==> src/rtl/fib_pkg.sv <==
// Shared types and constants for the Fibonacci iteration counter.
package fib_pkg;

    typedef enum logic [0:0] {
        IDLE = 1'b0,
        RUN  = 1'b1
    } ctr_state_t;

    localparam logic MODE_STEP1 = 1'b0;
    localparam logic MODE_STEP2 = 1'b1;

    // A run terminates once the remaining count drops below this value.
    localparam int FIB_TERM_LIMIT = 2;

endpackage

==> src/rtl/fib_iter_ctr_if.sv <==
// Handshake bundle between the Fibonacci controller/datapath and the counter.
// Optional iteration counter port appears when FIB_CTR_ITER_EN is defined.
interface fib_iter_ctr_if #(
    parameter int WIDTH = 8
);
    logic             start;
    logic [WIDTH-1:0] n;
    logic             mode;
    logic             step_req;
    logic             step_ack;
    logic [WIDTH-1:0] count;
    logic             lt;
    logic             busy;
    logic             done;
`ifdef FIB_CTR_ITER_EN
    logic [WIDTH-1:0] iter;

    modport master (
        output start, n, mode, step_req,
        input  step_ack, count, lt, busy, done, iter
    );
    modport slave (
        input  start, n, mode, step_req,
        output step_ack, count, lt, busy, done, iter
    );
`else
    modport master (
        output start, n, mode, step_req,
        input  step_ack, count, lt, busy, done
    );
    modport slave (
        input  start, n, mode, step_req,
        output step_ack, count, lt, busy, done
    );
`endif
endinterface

==> src/rtl/fib_ctr_dec.sv <==
// Combinational step/compare unit: floored count-step and termination flags.
module fib_ctr_dec
    import fib_pkg::*;
#(
    parameter int WIDTH = 8
) (
    input  logic [WIDTH-1:0] count,
    input  logic             mode_r,
    output logic [WIDTH-1:0] nxt,
    output logic             last,
    output logic             lt
);

    logic [WIDTH:0] step;
    logic [WIDTH:0] diff;

    // Subtract one bit wider so the top bit is the borrow; a borrow floors to 0.
    assign step = (mode_r == MODE_STEP2) ? (WIDTH+1)'(2) : (WIDTH+1)'(1);
    assign diff = {1'b0, count} - step;
    assign nxt  = diff[WIDTH] ? '0 : diff[WIDTH-1:0];
    assign last = nxt < WIDTH'(FIB_TERM_LIMIT);
    assign lt   = count < WIDTH'(FIB_TERM_LIMIT);

endmodule

==> src/rtl/fib_iter_ctr.sv <==
// Loadable down-counter sequencing a Fibonacci iteration loop.
// start/step_req handshake, registered step_ack and done pulses.
// Define FIB_CTR_ITER_EN to add a saturating per-run step counter (iter).
module fib_iter_ctr #(
    parameter int WIDTH = 8
) (
    input  logic          clk,
    input  logic          rst,
    fib_iter_ctr_if.slave bus
);
    import fib_pkg::*;

    ctr_state_t       state, state_nxt;
    logic [WIDTH-1:0] count_r, count_nxt;
    logic             mode_r, mode_nxt;
    logic             ack_r, ack_nxt;
    logic             done_r, done_nxt;
    logic [WIDTH-1:0] dec_nxt;
    logic             dec_last;
    logic             dec_lt;

    fib_ctr_dec #(.WIDTH(WIDTH)) u_dec (
        .count  (count_r),
        .mode_r (mode_r),
        .nxt    (dec_nxt),
        .last   (dec_last),
        .lt     (dec_lt)
    );

    // State register.
    always_ff @(posedge clk or posedge rst) begin
        if (rst) state <= IDLE;
        else     state <= state_nxt;
    end

    // Next state, next count/mode and handshake pulses.
    always_comb begin
        state_nxt = state;
        count_nxt = count_r;
        mode_nxt  = mode_r;
        ack_nxt   = 1'b0;
        done_nxt  = 1'b0;
        case (state)
            IDLE: begin
                if (bus.start) begin
                    count_nxt = bus.n;
                    mode_nxt  = bus.mode;
                    // Too short to iterate: finish without entering RUN.
                    if (bus.n < WIDTH'(FIB_TERM_LIMIT)) done_nxt  = 1'b1;
                    else                                 state_nxt = RUN;
                end
            end
            RUN: begin
                if (bus.step_req) begin
                    count_nxt = dec_nxt;
                    ack_nxt   = 1'b1;
                    if (dec_last) begin
                        done_nxt  = 1'b1;
                        state_nxt = IDLE;
                    end
                end
            end
            default: state_nxt = IDLE;
        endcase
    end

    // Datapath and pulse registers.
    always_ff @(posedge clk or posedge rst) begin
        if (rst) begin
            count_r <= '0;
            mode_r  <= MODE_STEP1;
            ack_r   <= 1'b0;
            done_r  <= 1'b0;
        end else begin
            count_r <= count_nxt;
            mode_r  <= mode_nxt;
            ack_r   <= ack_nxt;
            done_r  <= done_nxt;
        end
    end

    assign bus.count    = count_r;
    assign bus.lt       = dec_lt;
    assign bus.busy     = (state == RUN);
    assign bus.step_ack = ack_r;
    assign bus.done     = done_r;

`ifdef FIB_CTR_ITER_EN
    logic [WIDTH-1:0] iter_r;

    // Steps taken in the current run; cleared on start, held after done.
    always_ff @(posedge clk or posedge rst) begin
        if (rst)                              iter_r <= '0;
        else if (state == IDLE && bus.start)  iter_r <= '0;
        else if (ack_nxt && (iter_r != '1))   iter_r <= iter_r + 1'b1;
    end

    assign bus.iter = iter_r;
`endif

endmodule

==> src/flat_wrapper.sv <==
// flat-port wrapper written by rule: the top's interface ports become plain ports
module fib_iter_ctr_flat import fib_pkg::*;
#(
    parameter int WIDTH = 8
)
  (clk, rst, bus_start, bus_n, bus_mode, bus_step_req, bus_step_ack, bus_count, bus_lt, bus_busy, bus_done);
  fib_iter_ctr_if #(.WIDTH(WIDTH)) bus_i ();
  input  logic clk;
  input  logic rst;
  input wire logic [$bits(bus_i.start)-1:0] bus_start;
  input wire logic [$bits(bus_i.n)-1:0] bus_n;
  input wire logic [$bits(bus_i.mode)-1:0] bus_mode;
  input wire logic [$bits(bus_i.step_req)-1:0] bus_step_req;
  output wire logic [$bits(bus_i.step_ack)-1:0] bus_step_ack;
  output wire logic [$bits(bus_i.count)-1:0] bus_count;
  output wire logic [$bits(bus_i.lt)-1:0] bus_lt;
  output wire logic [$bits(bus_i.busy)-1:0] bus_busy;
  output wire logic [$bits(bus_i.done)-1:0] bus_done;
  assign bus_i.start = bus_start;
  assign bus_i.n = bus_n;
  assign bus_i.mode = bus_mode;
  assign bus_i.step_req = bus_step_req;
  assign bus_step_ack = bus_i.step_ack;
  assign bus_count = bus_i.count;
  assign bus_lt = bus_i.lt;
  assign bus_busy = bus_i.busy;
  assign bus_done = bus_i.done;
  fib_iter_ctr #(.WIDTH(WIDTH)) u_core (.clk(clk), .rst(rst), .bus(bus_i));
endmodule
==> config.mk <==
export PLATFORM = sky130hd
export DESIGN_NAME = fib_iter_ctr_flat
export DESIGN_NICKNAME = d
export VERILOG_FILES = /design/src/rtl/fib_pkg.sv /design/src/rtl/fib_iter_ctr_if.sv /design/src/rtl/fib_ctr_dec.sv /design/src/rtl/fib_iter_ctr.sv /design/src/flat_wrapper.sv
export SDC_FILE = /design/constraint.sdc
export NUM_CORES = 1
export LEC_CHECK = 0
export CAP_MARGIN = 15
export CORE_UTILIZATION = 40
export DETAILED_ROUTE_END_ITERATION = 10
export PLACE_DENSITY = 0.71
export SKIP_LAST_GASP = 1
export SLEW_MARGIN = 25
export SYNTH_ARGS = -nofsm -noshare
export SYNTH_HDL_FRONTEND = slang
export SYNTH_SLANG_ARGS = --single-unit
==> constraint.sdc <==
create_clock -name clk -period 2.4 [get_ports clk]
set_input_delay 0.36 -clock clk [delete_from_list [all_inputs] [get_ports clk]]
set_output_delay 0.36 -clock clk [all_outputs]
set_load 0.1 [all_outputs]
Figure 1. Cell classes on the final placement.
Scale bar: 10 um.
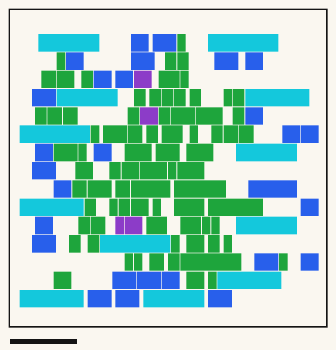
- blue: remaining buffers and delay cells (cells 28; share of their area 22%)
- green: remaining logic cells (cells 77; share of their area 47%)
- cyan: registers (cells 12; share of their area 28%)
- purple: clock drivers and dummy loads (cells 4; share of their area 2.3%)

Figure 2. M1 wires.
Scale bar: 10 um. Supply wires on this layer in gray. Cells faint in the background.
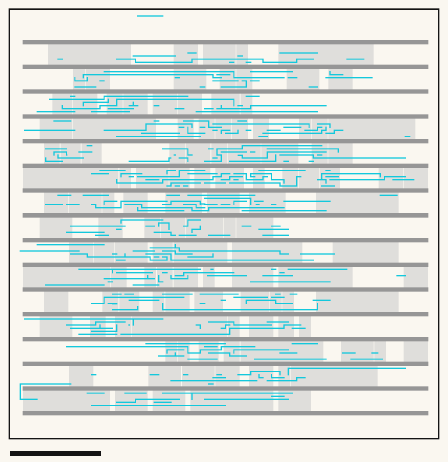
- nets with wire on the layer: 120
- longest straight run: 17.0 um
- wire length on this layer: 1000 um
- share of all routed wire: 45%

Figure 3. Routing congestion map.
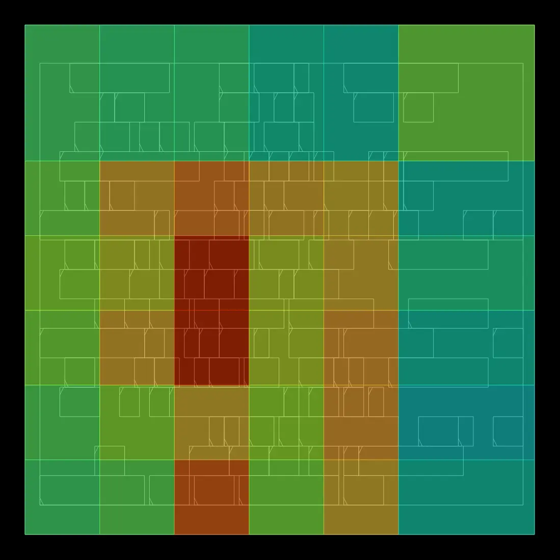
utilization after layout: 63.9%
Total GRT Usage: 23.9%
met3 Resource Use GR: 3.46%

==> results.yml <==
# generated from flow reports
outcome:
  status: "complete, no violations"
placed_design:
  place_ws_ns: 0.0450
  dpl_cell_area_sq_um: 1100
  dp_hpwl_um: 1690
yosys:
  synth-seq-area-share_pct: 37.0
  yosys.area.top_type: "dfrtp_1"
  ys_cells: 94
  enable_flop_cells: 0
  async_reset_ff_share_pct: 100
floorplan:
  initCoreUtil_pct: 44.6
  coreArea_sq_um: 1820
  fp.dieW_um: 47.1
critical_path:
  path_class: "reg2reg"
  cp.arrival_ns: 2.47
  startpoint_type: "register"
  cp_max_fo: 4
drt:
  wl_um: 2260
  dr.first_iter.drc_count: 40
cts:
  clk_pin_slew_ns: 0.09
  numCtsBuffers: 3
  cts_sinks: 12
  clock_path_buffers: 2
  cts-htree-levels: 1
sta:
  tightest_slew_ns: 0.591
  finalCritPeriodShare_pct: 96.0
  period_needed_ns: 2.31
  setup-violations-final: 0
  rsz0062_at_grt: "false"
global_route:
  grt_overflow: 0
finish:
  lay_top_count: "buf_4"
  layout_top_cells: "buf_4 (15), a21oi_1 (13), clkdlybuf4s50_1 (12)"
  antenna_cells: 0
job:
  maxCapViolations: 0
hold_path:
  hold_class: "in2async"
Figure 4. Cell sizes after repair.
Scale bar: 10 um.
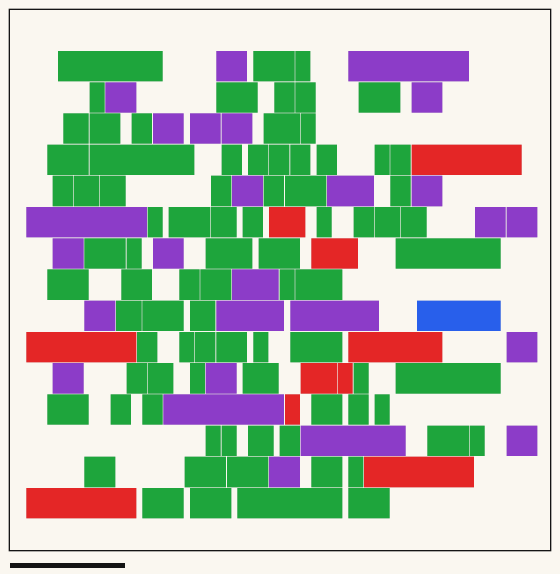
- green: x1 and smaller (cells 84; share 69%)
- red: x2 (cells 10; share 8.3%)
- blue: x6 and larger (cells 1; share 0.83%)
- purple: x3 and x4 (cells 26; share 21%)

Figure 5. Logic cells by family.
Scale bar: 10 um.
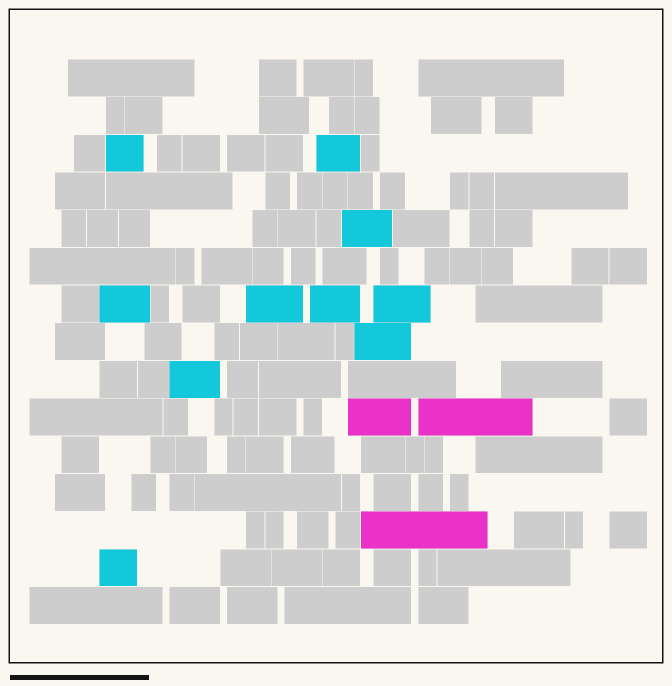
- magenta: fa/ha/maj cells (cells 3)
- cyan: non-inverting ao/oa cells (cells 10)

-- logic make-up (layout without fill, tap and decap cells) --
family	count (synthesis)	in the layout	share of synthesized area (%)
AOI/OAI and AO/OA	37	37	31.0
DFF	12	12	37.0
muxes	1	1	1.23
adders and majority gates	3	3	5.55
and+or+nand+nor	30	30	19.1
buffers and inverters	11	38	6.16
-- how the worst min path moves through the flow --
stage	slack [ns]	endpoint	start	depth (start not counted)
2_1_floorplan	0.22	u_core.bus.busy	rst	1
3_3_place_gp	0.57	u_core.bus.count[6]	u_core.bus.count[6]	2
3_5_place_dp	0.57	u_core.bus.count[6]	u_core.bus.count[6]	2
4_1_cts	0.41	u_core.bus.step_ack	rst	2
5_1_grt	0.44	u_core.bus.step_ack	rst	2
6_report	0.39	u_core.bus.step_ack	rst	2
-- final cells by class --
class	instances	area share, %
clock buffers	4	2.26
multi-input cells	71	44.2
inverters	6	1.94
repair buffers	28	21.7
well taps	25	2.69
flip-flops and latches	12	27.2
-- synth_stat cells, types with 2 or more instances --
cell,n
a21oi_1,13
dfrtp_1,12
nand2_1,9
inv_1,6
o21ai_0,5
nor3_1,4
nor4_1,4
clkbuf_1,3
nor2_1,3
nor2b_1,3
a21boi_0,2
a21o_1,2
ha_1,2
nand3_1,2
o22ai_1,2
o31ai_1,2
o32a_1,2
-- critical path, stage by stage (launching register included) --
cell,delay (ns)
dfrtp_4,0.48
inv_2,0.08
ha_4,0.14
inv_1,0.05
fa_2,0.39
or3_4,0.40
o21ai_2,0.06
nand3_1,0.08
a2111o_1,0.31
o21ba_1,0.18
-- what timing repair did --
action	in CTS	in global routing
setup endpoints to repair	0	5
resized	0	8
endpoints found under the hold margin	0	0
buffers inserted	0	1
-- per-stage QoR --
stage	std cells	hold WS [ns]
floorplan	94	0.224
global placement	141	0.575
detailed placement	141	0.572
CTS	145	0.408
global route	146	0.438
finish	146	0.393
-- per-layer routing --
metal / wire (um) / GRT usage [%]
met1: 1000 / 34.7
met2: 1040 / 35.3
met3: 184 / 3.46
met4: 30 / 10.3
met5: 0 / 0
-- flip-flops by register name, summed over array words and instances, names as in the netlist --
name and count:
u_core.bus.done 1, u_core.bus.busy 1, u_core.bus.count 8, u_core.mode_r 1, u_core.bus.step_ack 1
